File: src/rtl/morse_pkg.sv
// Shared constants for the Morse key timer: FSM state encoding
// and default tick thresholds for press and gap classification.
package morse_pkg;

    localparam logic [1:0] ST_IDLE  = 2'd0;
    localparam logic [1:0] ST_PRESS = 2'd1;
    localparam logic [1:0] ST_GAP   = 2'd2;

    localparam int DEF_DASH_TICKS       = 3;
    localparam int DEF_MAX_PRESS_TICKS  = 15;
    localparam int DEF_LETTER_GAP_TICKS = 3;
    localparam int DEF_WORD_GAP_TICKS   = 7;

endpackage

File: src/rtl/morse_key_timer_if.sv
// Event bundle from the key timer to the game-control FSM.
// master drives key_level and the one-cycle event pulses; slave observes.
interface morse_key_timer_if;

    logic key_level;
    logic sym_valid;
    logic sym_is_dash;
    logic letter_end;
    logic word_end;
    logic too_long;

    modport master (
        output key_level, sym_valid, sym_is_dash,
        output letter_end, word_end, too_long
    );

    modport slave (
        input key_level, sym_valid, sym_is_dash,
        input letter_end, word_end, too_long
    );

endinterface

File: src/rtl/morse_debounce.sv
// Two-flop synchroniser plus debounce of the raw key.
// Ports: clk, rst (sync, active-low), key_in -> key_level, rise, fall.
module morse_debounce #(
    parameter int DEBOUNCE_CYCLES = 4
) (
    input  logic clk,
    input  logic rst,
    input  logic key_in,
    output logic key_level,
    output logic rise,
    output logic fall
);

    localparam int DW = (DEBOUNCE_CYCLES > 1) ? $clog2(DEBOUNCE_CYCLES) : 1;
    localparam logic [DW-1:0] DB_LAST = DW'(DEBOUNCE_CYCLES - 1);

    logic          sync1_q, sync1_d;
    logic          sync2_q, sync2_d;
    logic          level_q, level_d;
    logic          prev_q, prev_d;
    logic [DW-1:0] cnt_q, cnt_d;

    always_comb begin
        sync1_d = key_in;
        sync2_d = sync1_q;
        prev_d  = level_q;
        level_d = level_q;
        cnt_d   = '0;
        // A change must persist for DEBOUNCE_CYCLES samples in a row.
        if (sync2_q != level_q) begin
            if (cnt_q == DB_LAST) level_d = sync2_q;
            else                  cnt_d   = cnt_q + 1'b1;
        end
    end

    always_ff @(posedge clk) begin
        if (!rst) begin
            sync1_q <= 1'b0;
            sync2_q <= 1'b0;
            level_q <= 1'b0;
            prev_q  <= 1'b0;
            cnt_q   <= '0;
        end else begin
            sync1_q <= sync1_d;
            sync2_q <= sync2_d;
            level_q <= level_d;
            prev_q  <= prev_d;
            cnt_q   <= cnt_d;
        end
    end

    assign key_level = level_q;
    assign rise      = level_q & ~prev_q;
    assign fall      = ~level_q & prev_q;

endmodule

File: src/rtl/morse_key_timer.sv
// Measures key press and release lengths in 100 ms ticks and emits
// registered one-cycle dot/dash, letter-end, word-end and too-long events.
// Ports: clk, rst (sync, active-low), tick_100ms, enable, key_in, evt (master).
module morse_key_timer
    import morse_pkg::*;
#(
    parameter int CNT_W            = 4,
    parameter int DEBOUNCE_CYCLES  = 4,
    parameter int DASH_TICKS       = DEF_DASH_TICKS,
    parameter int MAX_PRESS_TICKS  = DEF_MAX_PRESS_TICKS,
    parameter int LETTER_GAP_TICKS = DEF_LETTER_GAP_TICKS,
    parameter int WORD_GAP_TICKS   = DEF_WORD_GAP_TICKS
) (
    input  logic clk,
    input  logic rst,
    input  logic tick_100ms,
    input  logic enable,
    input  logic key_in,
    morse_key_timer_if.master evt
);

    localparam logic [CNT_W-1:0] DASH_C   = CNT_W'(DASH_TICKS);
    localparam logic [CNT_W-1:0] MAX_C    = CNT_W'(MAX_PRESS_TICKS);
    localparam logic [CNT_W-1:0] LETTER_C = CNT_W'(LETTER_GAP_TICKS);
    localparam logic [CNT_W-1:0] WORD_C   = CNT_W'(WORD_GAP_TICKS);

    logic key_level, rise, fall;

    logic [1:0]       state_q, state_d;
    logic [CNT_W-1:0] count_q, count_d;
    logic [CNT_W-1:0] gap_inc;
    logic             fired_q, fired_d;
    logic             sym_valid_q, sym_valid_d;
    logic             sym_is_dash_q, sym_is_dash_d;
    logic             letter_end_q, letter_end_d;
    logic             word_end_q, word_end_d;
    logic             too_long_q, too_long_d;

    morse_debounce #(
        .DEBOUNCE_CYCLES(DEBOUNCE_CYCLES)
    ) u_debounce (
        .clk      (clk),
        .rst      (rst),
        .key_in   (key_in),
        .key_level(key_level),
        .rise     (rise),
        .fall     (fall)
    );

    always_comb begin
        state_d       = state_q;
        count_d       = count_q;
        fired_d       = fired_q;
        sym_valid_d   = 1'b0;
        sym_is_dash_d = 1'b0;
        letter_end_d  = 1'b0;
        word_end_d    = 1'b0;
        too_long_d    = 1'b0;
        gap_inc       = count_q + 1'b1;
        if (!enable) begin
            state_d = ST_IDLE;
            count_d = '0;
            fired_d = 1'b0;
        end else begin
            unique case (state_q)
                ST_IDLE: begin
                    count_d = '0;
                    // A fall here (key held across enable) is ignored.
                    if (rise) state_d = ST_PRESS;
                end
                ST_PRESS: begin
                    // Edges take priority; a coincident tick is dropped.
                    if (fall) begin
                        if (count_q >= MAX_C) begin
                            too_long_d = 1'b1;
                        end else begin
                            sym_valid_d   = 1'b1;
                            sym_is_dash_d = (count_q >= DASH_C);
                        end
                        state_d = ST_GAP;
                        count_d = '0;
                        fired_d = 1'b0;
                    end else if (tick_100ms && count_q < MAX_C) begin
                        count_d = count_q + 1'b1;
                    end
                end
                ST_GAP: begin
                    if (rise) begin
                        state_d = ST_PRESS;
                        count_d = '0;
                    end else if (tick_100ms) begin
                        count_d = gap_inc;
                        if (gap_inc == LETTER_C && !fired_q) begin
                            letter_end_d = 1'b1;
                            fired_d      = 1'b1;
                        end
                        if (gap_inc == WORD_C) begin
                            word_end_d = 1'b1;
                            state_d    = ST_IDLE;
                            count_d    = '0;
                        end
                    end
                end
                default: begin
                    state_d = ST_IDLE;
                    count_d = '0;
                end
            endcase
        end
    end

    always_ff @(posedge clk) begin
        if (!rst) begin
            state_q       <= ST_IDLE;
            count_q       <= '0;
            fired_q       <= 1'b0;
            sym_valid_q   <= 1'b0;
            sym_is_dash_q <= 1'b0;
            letter_end_q  <= 1'b0;
            word_end_q    <= 1'b0;
            too_long_q    <= 1'b0;
        end else begin
            state_q       <= state_d;
            count_q       <= count_d;
            fired_q       <= fired_d;
            sym_valid_q   <= sym_valid_d;
            sym_is_dash_q <= sym_is_dash_d;
            letter_end_q  <= letter_end_d;
            word_end_q    <= word_end_d;
            too_long_q    <= too_long_d;
        end
    end

    assign evt.key_level   = key_level;
    assign evt.sym_valid   = sym_valid_q;
    assign evt.sym_is_dash = sym_is_dash_q;
    assign evt.letter_end  = letter_end_q;
    assign evt.word_end    = word_end_q;
    assign evt.too_long    = too_long_q;

endmodule

File: src/flat_wrapper.sv
// flat-port wrapper written by rule: the top's interface ports become plain ports
module morse_key_timer_flat import morse_pkg::*;
#(
    parameter int CNT_W            = 4,
    parameter int DEBOUNCE_CYCLES  = 4,
    parameter int DASH_TICKS       = DEF_DASH_TICKS,
    parameter int MAX_PRESS_TICKS  = DEF_MAX_PRESS_TICKS,
    parameter int LETTER_GAP_TICKS = DEF_LETTER_GAP_TICKS,
    parameter int WORD_GAP_TICKS   = DEF_WORD_GAP_TICKS
)
  (clk, rst, tick_100ms, enable, key_in, evt_key_level, evt_sym_valid, evt_sym_is_dash, evt_letter_end, evt_word_end, evt_too_long);
  morse_key_timer_if evt_i ();
  input  logic clk;
  input  logic rst;
  input  logic tick_100ms;
  input  logic enable;
  input  logic key_in;
  output wire logic [$bits(evt_i.key_level)-1:0] evt_key_level;
  output wire logic [$bits(evt_i.sym_valid)-1:0] evt_sym_valid;
  output wire logic [$bits(evt_i.sym_is_dash)-1:0] evt_sym_is_dash;
  output wire logic [$bits(evt_i.letter_end)-1:0] evt_letter_end;
  output wire logic [$bits(evt_i.word_end)-1:0] evt_word_end;
  output wire logic [$bits(evt_i.too_long)-1:0] evt_too_long;
  assign evt_key_level = evt_i.key_level;
  assign evt_sym_valid = evt_i.sym_valid;
  assign evt_sym_is_dash = evt_i.sym_is_dash;
  assign evt_letter_end = evt_i.letter_end;
  assign evt_word_end = evt_i.word_end;
  assign evt_too_long = evt_i.too_long;
  morse_key_timer #(.CNT_W(CNT_W), .DEBOUNCE_CYCLES(DEBOUNCE_CYCLES), .DASH_TICKS(DASH_TICKS), .MAX_PRESS_TICKS(MAX_PRESS_TICKS), .LETTER_GAP_TICKS(LETTER_GAP_TICKS), .WORD_GAP_TICKS(WORD_GAP_TICKS)) u_core (.clk(clk), .rst(rst), .tick_100ms(tick_100ms), .enable(enable), .key_in(key_in), .evt(evt_i));
endmodule
File: config.mk
export PLATFORM = sky130hd
export DESIGN_NAME = morse_key_timer_flat
export DESIGN_NICKNAME = d
export VERILOG_FILES = /design/src/rtl/morse_pkg.sv /design/src/rtl/morse_key_timer_if.sv /design/src/rtl/morse_debounce.sv /design/src/rtl/morse_key_timer.sv /design/src/flat_wrapper.sv
export SDC_FILE = /design/constraint.sdc
export NUM_CORES = 1
export LEC_CHECK = 0
export CAP_MARGIN = 20
export CORE_MARGIN = 4
export CORE_UTILIZATION = 50
export DETAILED_ROUTE_END_ITERATION = 12
export HOLD_SLACK_MARGIN = 0.06
export PLACE_DENSITY = 0.73
export SLEW_MARGIN = 10
export SYNTH_ARGS = -nofsm -noshare
export SYNTH_HDL_FRONTEND = slang
export SYNTH_HIERARCHICAL = 1
export SYNTH_SLANG_ARGS = --single-unit
File: constraint.sdc
create_clock -name clk -period 1.8 [get_ports clk]
set_input_delay 0.36 -clock clk [delete_from_list [all_inputs] [get_ports clk]]
set_output_delay 0.36 -clock clk [all_outputs]
set_load 0.005 [all_outputs]
==> flow_summary_export.csv, run 1 <==
group,metric,value,unit
finish,nClkBuffers,4,
power_and_ir_drop,vdd_drop_max,0.000332,V
worst_setup_path,endpoint,"u_core/state_q[0]$_SDFFE_PN0P_",
drt,drtIter0Drc,32,
final_timing,hold_viol,0,
finish,num-nonclk-buffers,19,
synthesis,simple_gate_share,24.6,%
global_routing,grt_max_degree,11,
drt,firstDrtPassIters,5,
drt,via_count,811,
final_timing,tightest_slew,0.344,ns
drt,wl,2060,µm
synthesis,edf_count,0,
floorplan,die_h,51.1,µm
worst_setup_path,critPathArrivalTime,1.99,ns
synthesis,synthCells,103,
synthesis,synthTopCellsByCount,"18 x dfxtp_1, 12 x nand2_1, 8 x nor2_1, 7 x ha_1, 6 x and2_1",
finish,layout-drive-gt1-share,22.6,%
finish,antenna_cells,0,
synthesis,adder_share,9.42,%
job,cap_viol_max_count,0,
final_timing,fmax,0.566,GHz
worst_setup_path,r2r_end,"u_core/state_q[0]$_SDFFE_PN0P_",
placed_design,detailed_place_hpwl,1350,µm
placed_design,dp_slack,0.00309,ns
finish,comb_area,589,µm²
synthesis,xor_share,0.942,%
run_status,outcome,"complete, no violations",
final_timing,tns,0,ns
finish,largest_class,"logic gates",
worst_setup_path,startpoint_type,"flip-flop",
synthesis,synth.area.mux_share,3.23,%
worst_setup_path,reg2reg_slack,0.03,ns
final_timing,post-route-min-period,1.77,ns
finish,finalInstanceArea,1210,µm²
finish,final_cell_mix,"15 x dfxtp_1, 12 x nand2_1, 10 x clkdlybuf4s50_1",
cts,clock_sinks,18,
finish,seq_cells,18,
floorplan,row_count,15,
cts,post_cts_resized,0,
run 1: critical path, cell delays in order (launching register included):
cell and delay, ns:
dfxtp_4 0.37, inv_1 0.08, ha_2 0.20, nand2_1 0.10
nor3_4 0.26, a21oi_4 0.08, o41ai_4 0.38, mux2i_1 0.24
run 1: power by group:
part | switching (µW) | internal [µW] | leakage (µW)
clock | 127 | 123 | 0.0000210
sequential | 1.22 | 399 | 0.000147
combinational | 10.5 | 14.7 | 0.000312
total | 138 | 537 | 0.000480
run 1: metal layers:
metal,global-route usage [%],up-vias,routed length (µm)
met4,8.97,0,18
met5,0,-,0
met3,3.79,2,84
met1,18.9,381,971
li1,-,405,-
met2,24.5,23,990
run_1/metal_density.png
(8 px per µm) The die is cut into 10 by 10 equal tiles; white is low, dark blue is high, scaled to the fullest tile. Values are wire area over tile area, all layers added.
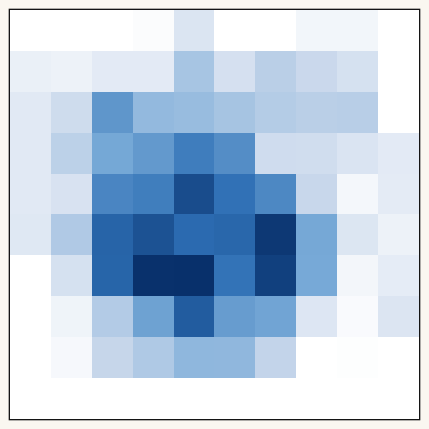
mean over tiles: 0.12
emptiest ninth of the die: bottom right
densest ninth of the die: middle
nearly empty tiles: 24%
fullest tile: 0.43
WL per Instance: 13.9 µm
GR Util All Layers: 15.5%

run_1/logic_types.png
(12 px per µm)
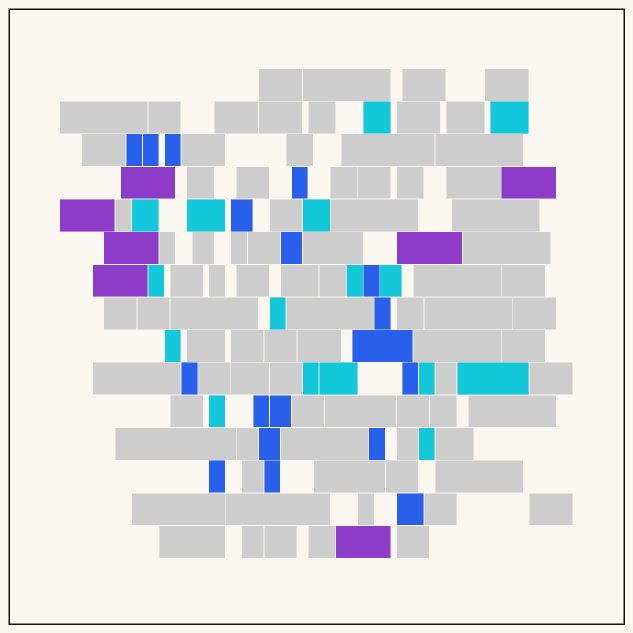
| colour | family | cells | most used |
|---|---|---|---|
| blue | nand cells | 18 | nand2_1 |
| purple | fa/ha/maj cells | 7 | ha_1 |
| cyan | nor cells | 16 | nor2_1 |
dominant logic cell type in the layout: dfxtp_1
Layout Cells excl Fill: 149
combinational share of cell area: 48.7%

run_1/detail.png
Region (11, 0) to (41, 30) µm. Cells in grey, sequential cells in the stronger grey; small squares are vias.
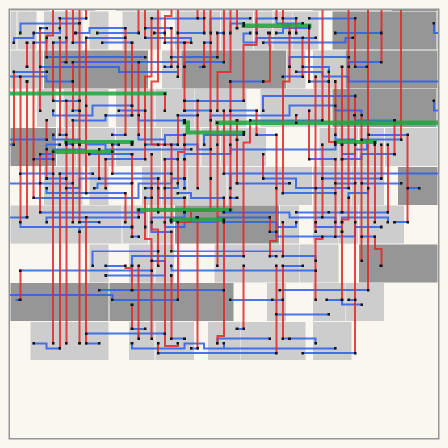
| colour | layer |
|---|---|
| green | metal 3 |
| blue | metal 1 |
| red | metal 2 |
most frequent: nand2_1 (8), nor2_1 (8), dfxtp_1 (7)
sequential cells in the window: 9
netlist names of flops here include: u_core/count_q (3)
cells with their middle in the window: 67

run_1/clk_routes.png
(8 px per µm)
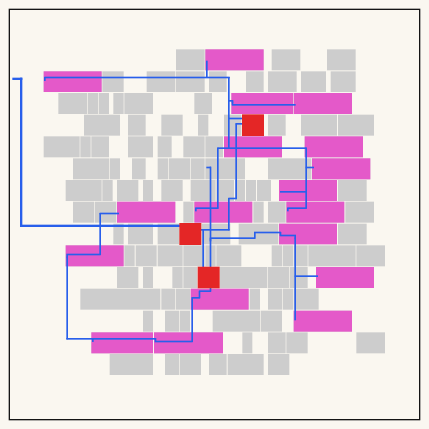
[blue] clock wires | length: 237 µm
[red] clock drivers | count: 3
[magenta] flip-flops | count: 18
routed clock nets: 4
clk_skew: 0.00568 ns
clock power share: 37.0%
Clock group: 250 µW
worst skew pair latency: 0.29 ns

--- run 2 (diff from run 1) ---
DONT_BUFFER_PORTS = 1   (was default)
PLACE_DENSITY = default   (was 0.73)
run_2/logic_types.png
(12 px per µm)
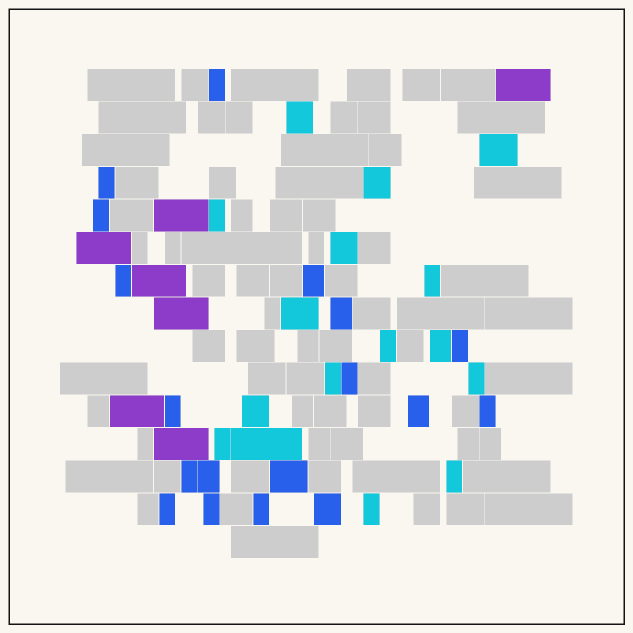
| colour | family | cells | most used |
|---|---|---|---|
| purple | fa/ha/maj cells | 7 | ha_1 |
| cyan | nor cells | 16 | nor2_1 |
| blue | nand cells | 18 | nand2_1 |
Layout Cells excl Fill: 135
combinational share of cell area: 53.5%

run_2/metal_density.png
(8 px per µm) The die is cut into 10 by 10 equal tiles; white is low, dark blue is high, scaled to the fullest tile. Values are wire area over tile area, all layers added.
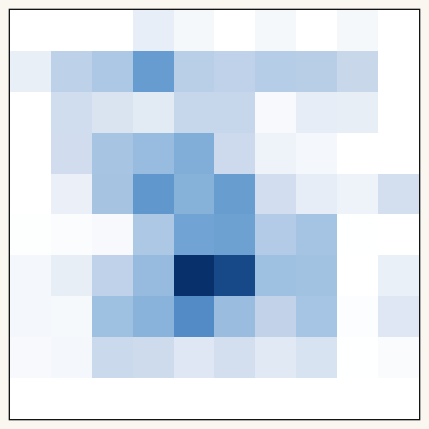
tiles over half the peak: 8.0%
densest ninth of the die: middle
nearly empty tiles: 29%
fullest tile: 0.55
WL per Instance: 12.2 µm
final wirelength: 1650 µm
GR Util All Layers: 12.7%
routed vias: 716

==> flow_summary_export.csv, run 2 <==
group,metric,value,unit
power_and_ir_drop,p_clk,187,µW
cts,clk_latency,0.28,ns
worst_setup_path,worstPathCellList,"ha_1 > buf_4 > nand2b_1 > o21ai_2 > a21oi_2 > o2111ai_1 > o211ai_1",
worst_setup_path,critical_path.top_delay_family,"AND-OR/OR-AND gates",
global_routing,grt_pass1_wl,2490,µm
final_timing,fmax,0.594,GHz
floorplan,chipArea,2610,µm²
placed_design,detailed_place_hpwl,1290,µm
finish,layout-drive-gt1-share,14.5,%
finish,seq_share,35.1,%
worst_setup_path,critPathMaxStageDelay,0.37,ns
final_timing,skew,0.00374,ns
floorplan,row_count,15,
finish,largest_class,"logic gates",
run_status,outcome,"complete, no violations",
final_timing,hold_viol,0,
power_and_ir_drop,clkPwrFrac,31.1,%
floorplan,die_h,51.1,µm
cts,clockBufferDepth,2,
floorplan,core,1750,µm²
synthesis,synth.area.mux_share,3.23,%
synthesis,synthTopLogicFamily,"simple AND/OR/NAND/NOR gates",
synthesis,simple_gate_share,24.6,%
finish,top_regs,"u_core/count_q x4, u_core/state_q x2, u_core/u_debounce/cnt_q x2",
synthesis,synth_warnings,6,
global_routing,grt_max_degree,10,
job,cap_viol_max_count,0,
worst_setup_path,crit_type,"flip-flop to flip-flop",
finish,n_all_inverters,5,
final_timing,worst_slack,0.116,ns
drt,via_per_inst,5.30,
power_and_ir_drop,pwr-share-comb,1.9,%
finish,nFillCells,154,
synthesis,yosysUniqueCellTypes,35,
finish,antenna_cells,0,
cts,path_clk_slew,0.09,ns
power_and_ir_drop,comb_power,11.4,µW
cts,postCtsSetupBuffers,0,
finish,num-nonclk-buffers,6,
power_and_ir_drop,p_seq,402,µW
power_and_ir_drop,switchingPower,117,µW
cts,clock_sinks,18,
worst_setup_path,startpoint_type,"flip-flop",
synthesis,avgSynthCellArea,9.03,µm²
power_and_ir_drop,internal_power,483,µW
floorplan,die_w,51.1,µm
synthesis,synthCells,103,
cts,cts_tree,"done",
synthesis,edf_count,0,
finish,final_common_cell,"dfxtp_1",
power_and_ir_drop,pwr-share-seq,67.0,%
cts,cts_max_level,1,
synthesis,ys_chip_area,930,µm²
drt,firstDrtPassIters,4,
finish,nClkBuffers,3,
worst_setup_path,reg2reg_slack,0.12,ns
finish,comb_area,549,µm²
synthesis,ys_ff,18,
final_timing,setup_viol,0,
drt,drtIter0Drc,28,
power_and_ir_drop,vdd_drop_max,0.000304,V
final_timing,tightest_slew,0.383,ns
global_routing,grt_overflow,0,
synthesis,synthTopCellsByCount,"18 x dfxtp_1, 12 x nand2_1, 8 x nor2_1, 7 x ha_1, 6 x and2_1",
finish,finalInstanceArea,1030,µm²
synthesis,synth.area.top_cells,"dfxtp_1 39%, ha_1 9.4%, nand2_1 4.8%",
worst_setup_path,critPathSlowestCell,"dfxtp_1",
power_and_ir_drop,top_power_group,"registers",
finish,seq_cells,18,
power_and_ir_drop,cellPowerDensity,584,nW/µm²
finish,num-multi-input-gates,78,
synthesis,xor_share,0.942,%
synthesis,adder_share,9.42,%
finish,seqCellArea,360,µm²
final_timing,post-route-min-period,1.68,ns
worst_setup_path,critPathArrivalTime,1.89,ns
power_and_ir_drop,swShare,19.5,%
finish,areaGrowthSynthToFinish,10.5,%
cts,post_cts_resized,0,
placed_design,dp_slack,0.0800,ns
finish,final_cell_mix,"18 x dfxtp_1, 12 x nand2_1, 8 x nor2_1",
finish,buf_share,4.38,%
finish,clk_share,2.19,%
final_timing,tns,0,ns
worst_setup_path,cp_num_buf_inv,1,
run_2/detail.png
Region (11, 0) to (41, 30) µm. Cells in grey, sequential cells in the stronger grey; small squares are vias.
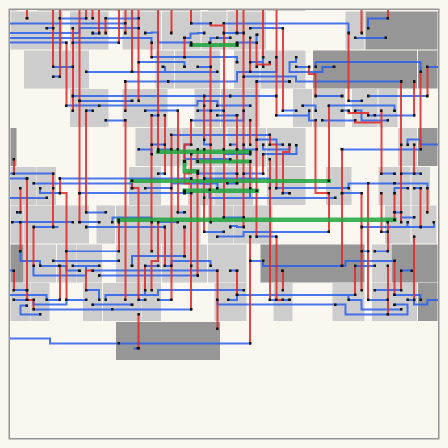
| colour | layer |
|---|---|
| red | metal 2 |
| green | metal 3 |
| blue | metal 1 |
sequential cells in the window: 4
cells with their middle in the window: 62
most frequent: nand2_1 (8), nor2_1 (7)
netlist names of flops here include: u_core/count_q (2)

run 2: final timing paths:
| check | end | cells after the start | start |
|---|---|---|---|
| worst max-delay path | u_core/count_q[2]$_SDFFE_PN0P_ | 7 | u_core/count_q[0]$_SDFFE_PN0P_ |
| worst min-delay path | u_core/u_debounce/sync2_q$_SDFF_PN0_ | 1 | rst |
| worst max register to register | u_core/count_q[2]$_SDFFE_PN0P_ | 7 | u_core/count_q[0]$_SDFFE_PN0P_ |
| worst min register to register | u_core/evt.letter_end$_SDFF_PP0_ | 1 | u_core/fired_q$_SDFFE_PN0P_ |
run 2: layer usage:
layer / part of all wire, % / GRT usage [%]
met1: 51 / 18.4
met2: 43 / 18.0
met3: 5.7 / 2.62
met4: 0.60 / 5.38
met5: 0 / 0
Power and IR drop assume default switching activity.
